### Sequential cells colored by netlist name, run 1

Scale: 4 px per micron. Other sequential cells in the stronger gray, the rest of the logic in the fainter gray.
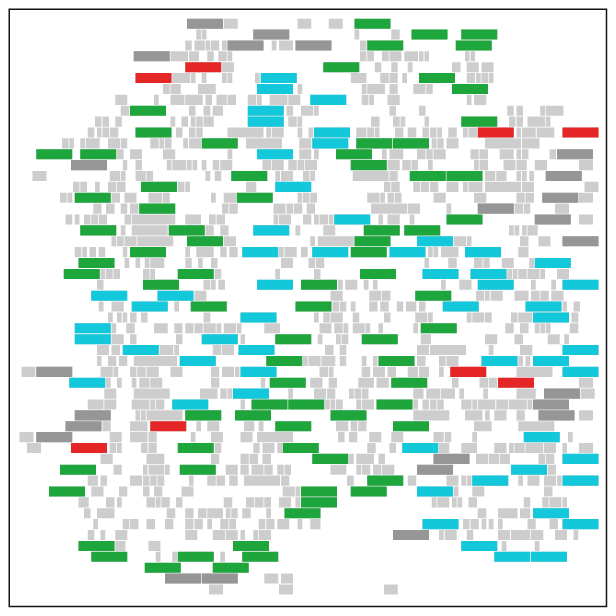
### Nets reached from selected ports, run 1

Scale: 3 px per micron.
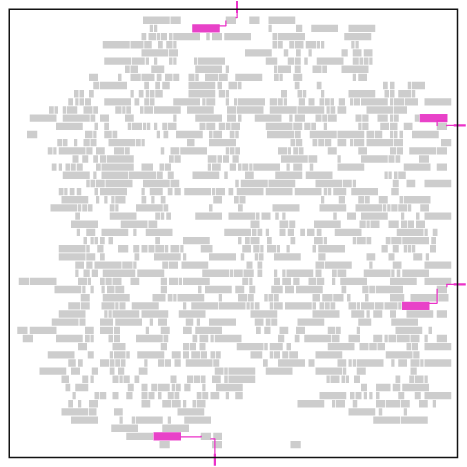
### Wiring by layer, run 1

Scale: 2 px per micron. Only two layers are drawn.
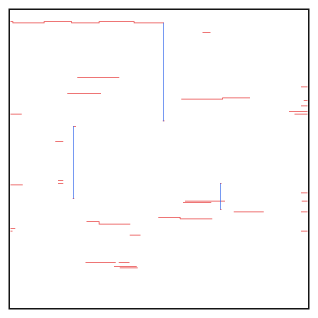
## config.mk

```make
export PLATFORM = sky130hd
export DESIGN_NAME = button_input_conditioner_flat
export DESIGN_NICKNAME = d
export VERILOG_FILES = /design/src/rtl/button_input_conditioner_if.sv /design/src/rtl/button_input_conditioner.sv /design/src/flat_wrapper.sv
export SDC_FILE = /design/constraint.sdc
export NUM_CORES = 1
export LEC_CHECK = 0
export ABC_CLOCK_PERIOD_IN_PS = 7950
export CAP_MARGIN = 20
export CORE_MARGIN = 1.5
export CORE_UTILIZATION = 40
export CTS_CLUSTER_DIAMETER = 30
export DETAILED_ROUTE_END_ITERATION = 10
export PLACE_DENSITY_LB_ADDON = 0.15
export SLEW_MARGIN = 30
export SYNTH_ARGS = -nofsm -noshare
export SYNTH_HDL_FRONTEND = slang
export SYNTH_SLANG_ARGS = --single-unit
export TNS_END_PERCENT = 100
```

## constraint.sdc

```tcl
create_clock -name clk -period 7.95 [get_ports clk]
set_input_delay 2.385 -clock clk [delete_from_list [all_inputs] [get_ports clk]]
set_output_delay 2.385 -clock clk [all_outputs]
set_load 0.02 [all_outputs]
```

## src/rtl/button_input_conditioner_if.sv

```systemverilog
// Button pin and conditioned-strobe bundle between the alarm-clock controls and the conditioner.
// master drives the raw pins; slave is the conditioner side.
interface button_input_conditioner_if #(
    parameter int NUM_BUTTONS = 4
);
    logic [NUM_BUTTONS-1:0] btn_raw;
    logic [NUM_BUTTONS-1:0] btn_level;
    logic [NUM_BUTTONS-1:0] btn_press;
    logic [NUM_BUTTONS-1:0] btn_release;
    logic [NUM_BUTTONS-1:0] btn_repeat;

    modport master (
        output btn_raw,
        input  btn_level,
        input  btn_press,
        input  btn_release,
        input  btn_repeat
    );

    modport slave (
        input  btn_raw,
        output btn_level,
        output btn_press,
        output btn_release,
        output btn_repeat
    );
endinterface

```

## src/rtl/button_input_conditioner.sv

```systemverilog
// Per-button synchroniser, debouncer and auto-repeat generator for the alarm-clock controls.
//   state     | meaning
//   IDLE      | button released, waiting for a debounced press
//   HOLD_DLY  | pressed, counting the initial delay before the first repeat
//   REPEATING | held past the delay, emitting a repeat every REPEAT_PERIOD cycles
module button_input_conditioner #(
    parameter int NUM_BUTTONS     = 4,
    parameter int DEBOUNCE_CYCLES = 10000,
    parameter int REPEAT_DELAY    = 500000,
    parameter int REPEAT_PERIOD   = 100000
) (
    input logic                      clk,
    input logic                      rst,
    button_input_conditioner_if.slave btn
);
    localparam int DB_W    = $clog2(DEBOUNCE_CYCLES + 1);
    localparam int RPT_MAX = (REPEAT_DELAY > REPEAT_PERIOD) ? REPEAT_DELAY : REPEAT_PERIOD;
    localparam int RPT_W   = $clog2(RPT_MAX + 1);

    localparam logic [DB_W-1:0]  DB_TC  = DB_W'(DEBOUNCE_CYCLES - 1);
    localparam logic [RPT_W-1:0] DLY_TC = RPT_W'(REPEAT_DELAY - 1);
    localparam logic [RPT_W-1:0] PER_TC = RPT_W'(REPEAT_PERIOD - 1);

    typedef enum logic [1:0] {
        IDLE      = 2'd0,
        HOLD_DLY  = 2'd1,
        REPEATING = 2'd2
    } rpt_state_t;

    for (genvar i = 0; i < NUM_BUTTONS; i++) begin : g_ch
        logic             sync_a;
        logic             sync_b;
        logic [DB_W-1:0]  db_cnt;
        logic             level_q;
        logic             press_q;
        logic             release_q;
        logic             repeat_q;
        logic             db_done;
        logic             press_evt;
        logic             release_evt;
        rpt_state_t       state_q;
        rpt_state_t       state_d;
        logic [RPT_W-1:0] rpt_cnt_q;
        logic [RPT_W-1:0] rpt_cnt_d;
        logic             repeat_d;

        always_ff @(posedge clk or posedge rst) begin
            if (rst) begin
                sync_a <= 1'b0;
                sync_b <= 1'b0;
            end else begin
                sync_a <= btn.btn_raw[i];
                sync_b <= sync_a;
            end
        end

        // Level flips once the synchronised input has disagreed for DEBOUNCE_CYCLES cycles.
        assign db_done     = (sync_b != level_q) && (db_cnt == DB_TC);
        assign press_evt   = db_done && !level_q;
        assign release_evt = db_done && level_q;

        always_ff @(posedge clk or posedge rst) begin
            if (rst) begin
                db_cnt    <= '0;
                level_q   <= 1'b0;
                press_q   <= 1'b0;
                release_q <= 1'b0;
            end else begin
                press_q   <= press_evt;
                release_q <= release_evt;
                if ((sync_b == level_q) || db_done) begin
                    db_cnt <= '0;
                end else begin
                    db_cnt <= db_cnt + 1'b1;
                end
                if (db_done) begin
                    level_q <= !level_q;
                end
            end
        end

        always_comb begin
            state_d   = state_q;
            rpt_cnt_d = rpt_cnt_q;
            repeat_d  = 1'b0;
            case (state_q)
                IDLE: begin
                    if (press_evt) begin
                        state_d   = HOLD_DLY;
                        rpt_cnt_d = '0;
                        repeat_d  = 1'b1;
                    end
                end
                HOLD_DLY: begin
                    if (release_evt) begin
                        state_d   = IDLE;
                        rpt_cnt_d = '0;
                    end else if (rpt_cnt_q == DLY_TC) begin
                        state_d   = REPEATING;
                        rpt_cnt_d = '0;
                        repeat_d  = 1'b1;
                    end else begin
                        rpt_cnt_d = rpt_cnt_q + 1'b1;
                    end
                end
                REPEATING: begin
                    // A release landing on a due repeat suppresses that repeat.
                    if (release_evt) begin
                        state_d   = IDLE;
                        rpt_cnt_d = '0;
                    end else if (rpt_cnt_q == PER_TC) begin
                        rpt_cnt_d = '0;
                        repeat_d  = 1'b1;
                    end else begin
                        rpt_cnt_d = rpt_cnt_q + 1'b1;
                    end
                end
                default: begin
                    state_d   = IDLE;
                    rpt_cnt_d = '0;
                end
            endcase
        end

        always_ff @(posedge clk or posedge rst) begin
            if (rst) begin
                state_q   <= IDLE;
                rpt_cnt_q <= '0;
                repeat_q  <= 1'b0;
            end else begin
                state_q   <= state_d;
                rpt_cnt_q <= rpt_cnt_d;
                repeat_q  <= repeat_d;
            end
        end

        assign btn.btn_level[i]   = level_q;
        assign btn.btn_press[i]   = press_q;
        assign btn.btn_release[i] = release_q;
        assign btn.btn_repeat[i]  = repeat_q;
    end
endmodule

```

## src/flat_wrapper.sv

```systemverilog
// flat-port wrapper written by rule: the top's interface ports become plain ports
module button_input_conditioner_flat 
#(
    parameter int NUM_BUTTONS     = 4,
    parameter int DEBOUNCE_CYCLES = 10000,
    parameter int REPEAT_DELAY    = 500000,
    parameter int REPEAT_PERIOD   = 100000
)
  (clk, rst, btn_btn_raw, btn_btn_level, btn_btn_press, btn_btn_release, btn_btn_repeat);
  button_input_conditioner_if #(.NUM_BUTTONS(NUM_BUTTONS)) btn_i ();
  input logic clk;
  input logic rst;
  input wire logic [$bits(btn_i.btn_raw)-1:0] btn_btn_raw;
  output wire logic [$bits(btn_i.btn_level)-1:0] btn_btn_level;
  output wire logic [$bits(btn_i.btn_press)-1:0] btn_btn_press;
  output wire logic [$bits(btn_i.btn_release)-1:0] btn_btn_release;
  output wire logic [$bits(btn_i.btn_repeat)-1:0] btn_btn_repeat;
  assign btn_i.btn_raw = btn_btn_raw;
  assign btn_btn_level = btn_i.btn_level;
  assign btn_btn_press = btn_i.btn_press;
  assign btn_btn_release = btn_i.btn_release;
  assign btn_btn_repeat = btn_i.btn_repeat;
  button_input_conditioner #(.NUM_BUTTONS(NUM_BUTTONS), .DEBOUNCE_CYCLES(DEBOUNCE_CYCLES), .REPEAT_DELAY(REPEAT_DELAY), .REPEAT_PERIOD(REPEAT_PERIOD)) u_core (.clk(clk), .rst(rst), .btn(btn_i));
endmodule
```

==> results_dict.tcl, run 1 <==
# implementation run metrics
set metrics [dict create \
    critical-path-max-stage-delay_ns 0.63 \
    diodes 0 \
    grt_max_degree 69 \
    worst_ep_arrival_time_ns 1.49 \
    insertion_delay_ns 0.44 \
    topCellsByArea "dfrtp_1 48%, nor2_1 5.3%, xor2_1 5.1%" \
    path_buffers 1 \
    clock_path_buffers 2 \
    ff_type "dfrtp_1" \
    num_rows 53 \
    portBuffers 21 \
    max_freq_mhz 258 \
    slowest_stage "clkdlybuf4s50_1" \
    syn_area_per_cell_sq_um 9.57 \
    fin_area_sq_um 9460 \
    ys_seq_frac 0.482 \
    vdd_drop_max_uv 123 \
    ys_cells 890 \
    grt_pass1_vias 5942 \
    finalSetupTns_ns 0 \
    top_area_frac 0.482 \
    hp-class "reg2reg" \
    place_congestion 0.757 \
    chipArea_sq_um 22200 \
    status "finished, final reports clean" \
    layout_min_cycle_time_ns 3.87 \
    powerDensity_nw_per_um2 178 \
    viasPerCell 5.20 \
    syn-cell-area_sq_um 8520 \
    cp_top_family "buffers and inverters" \
    antenna_found_initial 0 \
    period_used_share 0.487 \
    synth-edff-count 0 \
    postRouteAntennaNets 0 \
    syn_nets 920 \
    post_cts_hold_buffer_count 0 \
    cts.sinks 164 \
    post_cts_resize_count 0 \
    cts-root-buf "clkbuf_16" \
    core_area_sq_um 21000 \
    synthCells 890 \
    cts-buffers-inserted 17 \
    fin_nets 926 \
    finalSetupViolCount 0 \
    drive_gt1_frac 0.0638 \
    synth-seq-cells 164 \
    end_kind "output port" \
    max_cap_violations 0 \
    most_common_cell "dfrtp_1" \
    holdWs_ns 0.350 \
    critPathKind "reg2out" \
    rsz0062_at_grt "no" \
    drtIter0Drc 302 \
    synth.yosys.chip_area_sq_um 8520 \
    synth.distinct_cells 62 \
    crit_path_start_kind "register" \
    post-cts-setup-buffer-count 0 \
    crit_fanout 5 \
    dr.pass1.iters 4 \
    final_util 0.452 \
    synthArstFlopShare 1.00 \
    yosysWarnings 0 \
    die_w_microns 149 \
    crit_chain "clkdlybuf4s50_1" \
    clk_pin_slew_ns 0.07 \
    skew_ns 0.0315 \
    top_area_cell "dfrtp_1" \
    hpwl_microns 10800 \
    leakagePower_nw 4.14 \
    grt_pass1_wl_microns 28400 \
    fp-utilization 0.407 \
    cts_max_level 4 \
    synthTopCellsByCount "164 x dfrtp_1, 121 x nor2_1, 66 x nand2_1" \
    drcViolationCount 0 \
    die_y_microns 149 \
    cts_tree "done" \
    hold_viol_final 0 \
    cp.required_ns 5.57 \
    stdcell_count 1184 \
    placed_area_sq_um 8890 \
    slew-limit-headroom 0.470 \
    fillers 2066 \
    areaGrowthSynthToFinish_pct 11.1 \
    warning_count 38 \
    slew_viol_final 0 \
    gr-total-overflow 0 \
]
Back to the opening pictures, 'Sequential cells colored by netlist name':
u_core.g_ch.db_cnt -> cyan  # placed flops 56, where all over the die
u_core.g_ch.rpt_cnt_q -> green  # placed flops 76
u_core.g_ch.state_q -> red  # placed flops 8, where all over the die
not colored = 24

Back to the opening pictures, 'Nets reached from selected ports':
btn_btn_repeat -> magenta  # direction output, edge 2 right, 1 top, 1 bottom, end cells 4, wire 40.3 microns

Back to the opening pictures, 'Wiring by layer':
metal 4 -> blue  # wire length 97.9 microns
metal 3 -> red  # wire length 357 microns
Avg WL per Cell: 13.6 microns
GRT Util Overall: 0.157
total wire length: 16100 microns
Vias: 6156

run 1: metrics by stage:
step / power (mW) / setup WS (ns)
after floorplan: 0.886 / 1.13
after global routing: 1.75 / 4.03
after global placement: 0.898 / 3.92
after detailed placement: 0.899 / 3.91
after CTS: 1.71 / 4.06
final: 1.68 / 4.08
run 1: area by class of cell:
class	instances	area, sq um	share of cell area
Timing Repair Buffer	26	251	0.0266
Clock inverter	8	103	0.0108
Sequential cell	164	4100	0.434
Clock buffer	24	462	0.0488
Tap cell	275	344	0.0364
Multi-Input combinational cell	665	4110	0.435
Inverter	22	87.6	0.00925
run 1: where the power goes:
part | total, mW | internal (mW) | switching [mW]
Clock | 0.799 | 0.470 | 0.329
Combinational | 0.0346 | 0.00944 | 0.0251
Sequential | 0.847 | 0.842 | 0.00505
run 1: layer usage:
layer,part of all wire,global-route usage,routed length (microns),vias to the layer above
li1,-,-,-,3141
met1,0.51,0.214,8240,2955
met2,0.46,0.252,7440,54
met3,0.022,0.0367,357,6
met4,0.0060,0.0416,97,0
met5,0,0,0,-
run 1: placed cells by master, fill, tap and decap left out, drive strengths merged, types with 2 or more instances in the layout:
cell type        n
a21o             6
xor2            50
mux2i            5
nor3            30
clkdlybuf4s50   21
xnor2           30
clkinvlp         5
nor2           122
o22a             3
dfrtp          164
nand2b           5
or4              8
nor2b           13
nand3           41
nand4           37
a22o            15
o21ai           51
o21ba            2
nand2           67
bufinv           2
or4b             7
o41ai            4
and4             3
nor4b            4
a21oi           29
inv             22
nor4            12
nand4b           6
and2            14
clkbuf          24
nor4bb           2
or3             13
a31oi            4
and3            38
mux2             5
buf              5
ha              24
run 1: state kept, by name (all words and copies together) (netlist names):
| register | cells |
|---|---|
| u_core.g_ch.sync_a | 4 |
| u_core.g_ch.level_q | 4 |
| u_core.g_ch.repeat_q | 4 |
| u_core.g_ch.db_cnt | 56 |
| u_core.g_ch.press_q | 4 |
| u_core.g_ch.sync_b | 4 |
| u_core.g_ch.rpt_cnt_q | 76 |
| u_core.g_ch.release_q | 4 |
| u_core.g_ch.state_q | 8 |
run 1: kinds of logic (layout without fill, tap and decap cells):
kind of cell / after synthesis / in the layout / share of synthesized area
AND-OR/OR-AND: 124 / 124 / 0.0912
buffers and inverters: 61 / 80 / 0.0364
adder cells (fa/ha/maj): 24 / 24 / 0.0352
AND/OR/NAND/NOR: 427 / 427 / 0.261
XOR/XNOR: 80 / 80 / 0.0822
multiplexers: 10 / 10 / 0.0125
flip-flops: 164 / 164 / 0.482
run 1: final timing paths:
| check | from | endpoint | slack [ns] | cells after the start |
|---|---|---|---|---|
| worst max-delay path | u_core.g_ch[1].level_q | btn_btn_level[1] | 4.08 | 1 |
| worst min-delay path | u_core.g_ch[3].sync_a | u_core.g_ch[3].sync_b | 0.35 | 0 |
| worst max register to register | u_core.g_ch[2].db_cnt[6] | u_core.g_ch[2].rpt_cnt_q[8] | 4.59 | 5 |
| worst min register to register | u_core.g_ch[3].sync_a | u_core.g_ch[3].sync_b | 0.35 | 0 |
| max in group asynchronous | rst | u_core.g_ch[3].rpt_cnt_q[13] | 4.55 | 3 |
| min in group asynchronous | rst | u_core.g_ch[2].rpt_cnt_q[16] | 2.31 | 2 |
### Placement view, run 1

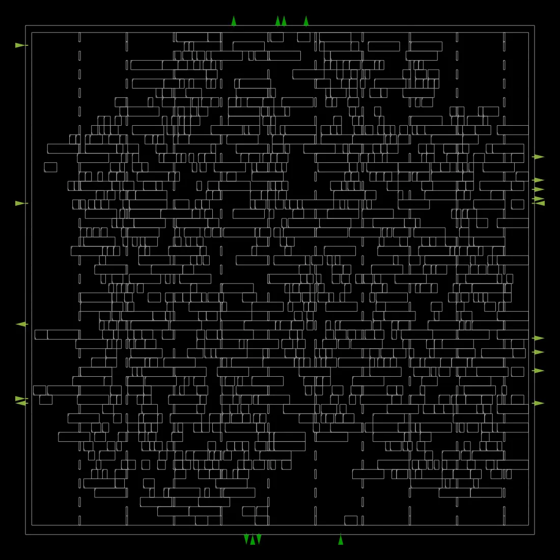

==> run 1 -> run 2 <==
- ABC_CLOCK_PERIOD_IN_PS: 7950 -> 3800
- clock period: 7.95 -> 3.8 ns (I/O delays scaled with it)
### Placement view, run 2

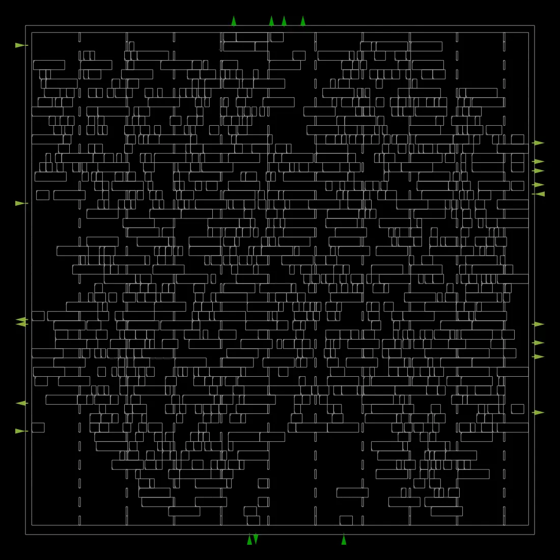
Post-Layout Cell Count: 1190
Tapcells: 275
Core Area: 21000 sq um
num rows: 53

==> results_dict.tcl, run 2 <==
# implementation run metrics
set metrics [dict create \
    intPower_mw 2.79 \
    post-cts-setup-buffer-count 0 \
    cts_max_level 4 \
    rr_startpoint "u_core.g_ch[2].db_cnt[6]" \
    synth-seq-cells 164 \
    p_seq_frac 0.501 \
    synthCells 890 \
    seqCellArea_sq_um 4100 \
    status "finished, final reports clean" \
    final_cell_mix "164 x dfrtp_1, 121 x nor2_1, 66 x nand2_1, 50 x xor2_1, 47 x o21ai_0" \
    finalSetupTns_ns 0 \
    fin_ws_ns 0.736 \
    power_mw 3.53 \
    vdd_drop_max_uv 261 \
    slew_viol_final 0 \
    synthArstFlopShare 1.00 \
    clk_pin_slew_ns 0.06 \
    synth-xor-area-share 0.0822 \
    synthTopCellsByCount "164 x dfrtp_1, 121 x nor2_1, 66 x nand2_1" \
    grt_max_degree 60 \
    die_y_microns 149 \
    worst_ep_arrival_time_ns 3.34 \
    synth.distinct_cells 62 \
    hp-class "reg2reg" \
    diodes 0 \
    yosys.area_share.simple 0.261 \
    drcViolationCount 0 \
    warning_count 38 \
    ys_seq_frac 0.482 \
    viasPerCell 5.22 \
    layout_top_cell "dfrtp_1" \
    cts-root-buf "clkbuf_16" \
    cp.required_ns 4.08 \
    synth.yosys.chip_area_sq_um 8520 \
    gr-total-overflow 0 \
    netlist_logic_family_top "simple AND/OR/NAND/NOR gates" \
    dpl_worst_slack_ns 0.750 \
    reg_top3 "u_core.g_ch.rpt_cnt_q: 76 flops, u_core.g_ch.db_cnt: 56 flops, u_core.g_ch.state_q: 8 flops" \
    areaGrowthSynthToFinish_pct 11.9 \
    aoi_share 0.0912 \
    hold_viol_final 0 \
]
[run 2: netlist changes by cell type in the layout (fill, tap and decap cells not counted), moves of 2 or more]
cell,change
buf_4,+8
clkinv_4,+2
clkinv_2,+3
clkbuf_8,+2
clkinvlp_4,-3
clkbuf_1,-5
[run 2: layer usage]
metal  GRT usage  share of wire  vias to the layer above
met2       0.250           0.46                       54
met4      0.0431         0.0093                        0
met1       0.218           0.51                     2994
met3      0.0315          0.025                       14
li1            -              -                     3148
met5           0              0                        -
[run 2: logic make-up after synthesis]
kind of cell,after synthesis
AOI/OAI and AO/OA,124
xor gates and xnor gates,80
and+or+nand+nor,427
muxes,10
adders and majority gates,24
buffers and inverters,61
DFF,164
[run 2: worst min-delay path by stage]
stage | start | endpoint | slack, ns | cells after the start
6_report | u_core.g_ch[2].sync_a | u_core.g_ch[2].sync_b | 0.35 | 0
5_1_grt | u_core.g_ch[2].sync_a | u_core.g_ch[2].sync_b | 0.36 | 0
4_1_cts | u_core.g_ch[2].sync_a | u_core.g_ch[2].sync_b | 0.35 | 0
3_5_place_dp | u_core.g_ch[2].sync_a | u_core.g_ch[2].sync_b | 0.34 | 0
3_3_place_gp | u_core.g_ch[1].sync_a | u_core.g_ch[1].sync_b | 0.33 | 0
2_1_floorplan | u_core.g_ch[0].sync_a | u_core.g_ch[0].sync_b | 0.33 | 0
[run 2: layout make-up]
class	count	area share
tap	275	0.0361
timing repair buffer	34	0.0336
inverter	22	0.00905
clock inverter	9	0.0110
multi-input combinational	665	0.431
clock buffer	21	0.0493
sequential	164	0.430
[run 2: worst max-delay path, stage by stage (launching register included)]
cell and delay (ns):
dfrtp_1 0.40, or4b_2 0.73, o41ai_1 0.75, a21oi_1 0.11
o21ai_2 0.28, and2_1 0.54, nor2_1 0.11
[run 2: power groups by stage]
stage	sequential (mW)	clock (mW)	combinational, mW
detailed placement	1.80	0	0.0815
CTS	1.77	1.75	0.0818
global placement	1.80	0	0.0822
global route	1.77	1.83	0.0919
finish	1.77	1.69	0.0766
floorplan	1.80	0	0.0519
[run 2: per-stage QoR]
stage	hold slack (ns)	utilization	area, sq um
2_1_floorplan	0.331	-	8520
3_3_place_gp	0.334	0.428	8960
3_5_place_dp	0.338	0.428	8960
4_1_cts	0.352	0.455	9540
5_1_grt	0.364	0.455	9540
6_report	0.349	0.455	9540
### Nets reached from selected ports, run 2

Scale: 3 px per micron.
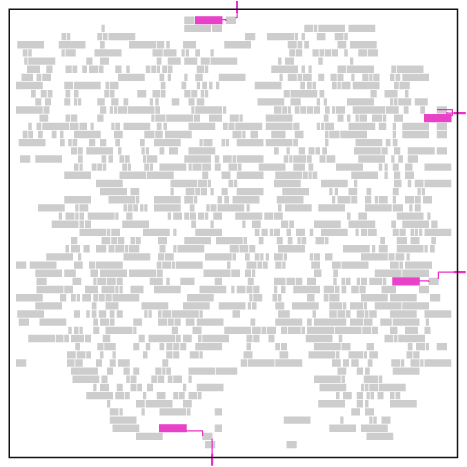

==> run 2 -> run 3 <==
- ABC_CLOCK_PERIOD_IN_PS: 3800 -> 2600
- clock period: 3.8 -> 2.6 ns (I/O delays scaled with it)
### Nets reached from selected ports, run 3

Scale: 3 px per micron.
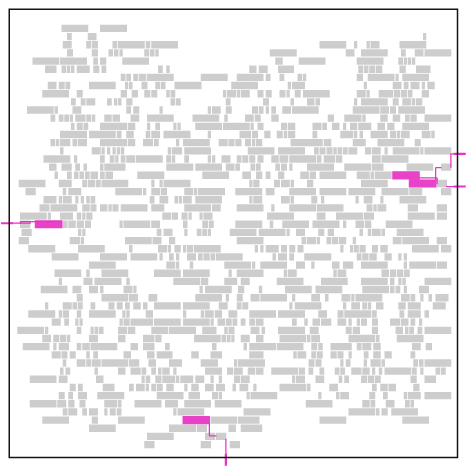
btn_btn_repeat -> magenta  # direction output, edge 2 right, 1 left, 1 bottom, end cells 4, wire 56.8 microns

==> results_dict.tcl, run 3 <==
# implementation run metrics
set metrics [dict create \
    status "finished, final reports clean" \
    reg_top3 "u_core.g_ch.rpt_cnt_q: 76 flops, u_core.g_ch.db_cnt: 56 flops, u_core.g_ch.state_q: 8 flops" \
    power_mw 4.94 \
    critical_path_depth 6 \
    rr_startpoint "u_core.g_ch[1].db_cnt[11]" \
    drcViolationCount 0 \
    synth.yosys.chip_area_sq_um 8520 \
    slew_viol_final 0 \
    crit_path_start_kind "register" \
    final_cell_mix "164 x dfrtp_1, 121 x nor2_1, 66 x nand2_1, 49 x xor2_1, 49 x buf_4" \
    yosys.area_share.simple 0.261 \
    core_area_sq_um 21000 \
    vdd_drop_max_uv 345 \
    synth.distinct_cells 62 \
    synthCells 890 \
    ys_seq_frac 0.482 \
    hp-class "reg2reg" \
    aoi_share 0.0912 \
    min_from "u_core.g_ch[1].sync_a" \
    areaGrowthSynthToFinish_pct 16.2 \
    holdWs_ns 0.346 \
    cts_max_level 4 \
    slowest_stage "or4b_4" \
    synthTopCellsByCount "164 x dfrtp_1, 121 x nor2_1, 66 x nand2_1" \
    num_rows 53 \
    clk_pin_slew_ns 0.06 \
    gr-total-overflow 0 \
    cts-root-buf "clkbuf_16" \
    netlist_logic_family_top "simple AND/OR/NAND/NOR gates" \
    path_buffers 0 \
    cp_top_family "simple AND/OR/NAND/NOR gates" \
    crit_top_cell "or4_4" \
    warning_count 40 \
    crit_chain "or4b_4 -> or4_4 -> o21a_4 -> or4_4 -> xor2_2 -> nor2_2" \
    synth-xor-area-share 0.0822 \
    grt_max_degree 87 \
    worst_ep_arrival_time_ns 2.84 \
    viasPerCell 5.15 \
    die_y_microns 149 \
    synthArstFlopShare 1.00 \
    hold_viol_final 0 \
]
-- run 3: cell counts after synthesis --
No cell type changed its count.
-- run 3: cell type report --
class | count | area [sq um] | share of cell area
inverter | 22 | 86.3 | 0.00872
tap | 275 | 344 | 0.0347
clock inverter | 7 | 62.6 | 0.00632
multi-input combinational | 665 | 4200 | 0.424
timing repair buffer | 75 | 669 | 0.0676
clock buffer | 21 | 440 | 0.0445
sequential | 164 | 4100 | 0.414
-- run 3: worst min path at each step --
stage	endpoint	slack (ns)	cells after the start
floorplan	u_core.g_ch[0].sync_b	0.33	0
global placement	u_core.g_ch[0].sync_b	0.33	0
detailed placement	u_core.g_ch[1].sync_b	0.34	0
CTS	u_core.g_ch[0].sync_b	0.35	0
global route	u_core.g_ch[0].sync_b	0.36	0
finish	u_core.g_ch[1].sync_b	0.35	0
-- run 3: metrics by stage --
stage	worst slack, ns	cells	area [sq um]	utilization	setup TNS (ns)
6_report	0.0693	1229	9900	0.473	0
5_1_grt	-0.0177	1229	9900	0.473	-0.0431
4_1_cts	0.0207	1227	9820	0.469	0
3_5_place_dp	0.0172	1199	9310	0.444	0
3_3_place_gp	0.0506	1199	9310	0.444	0
2_1_floorplan	-0.265	890	8550	-	-43.48
-- run 3: timing repair --
item / 4_1_cts / 5_1_grt
buffers inserted: 0 / 2
pin swaps: 0 / 3
gates resized: 1 / 13
setup endpoints to repair: 1 / 30
-- run 3: worst register-to-register path: cells and delay by family, from the launching register on --
family	cells	cell delay (ns)
simple gates	4	1.66
flops	1	0.38
xor+xnor	1	0.15
compound gates	1	0.24
-- run 3: kinds of logic (layout without fill, tap and decap cells) --
family / after synthesis / in the layout
AND/OR/NAND/NOR: 427 / 427
adder cells (fa/ha/maj): 24 / 24
AND-OR/OR-AND: 124 / 124
XOR/XNOR: 80 / 80
flip-flops: 164 / 164
buffers and inverters: 61 / 125
multiplexers: 10 / 10
-- run 3: metal layers --
metal / wire length (microns) / track usage / up-vias / part of all wire
met5: 0 / 0 / - / 0
met2: 7600 / 0.256 / 56 / 0.45
met4: 176 / 0.0446 / 0 / 0.011
met3: 356 / 0.0324 / 13 / 0.021
li1: - / - / 3236 / -
met1: 8610 / 0.229 / 3024 / 0.51
-- run 3: power breakdown --
group,switching (mW),internal (mW),leakage [nW],total [mW]
Clock,0.947,1.29,0.248,2.23
Sequential,0.0154,2.57,2.26,2.59
Combinational,0.0803,0.0334,1.90,0.114
Power is estimated from default activity; no workload was simulated.
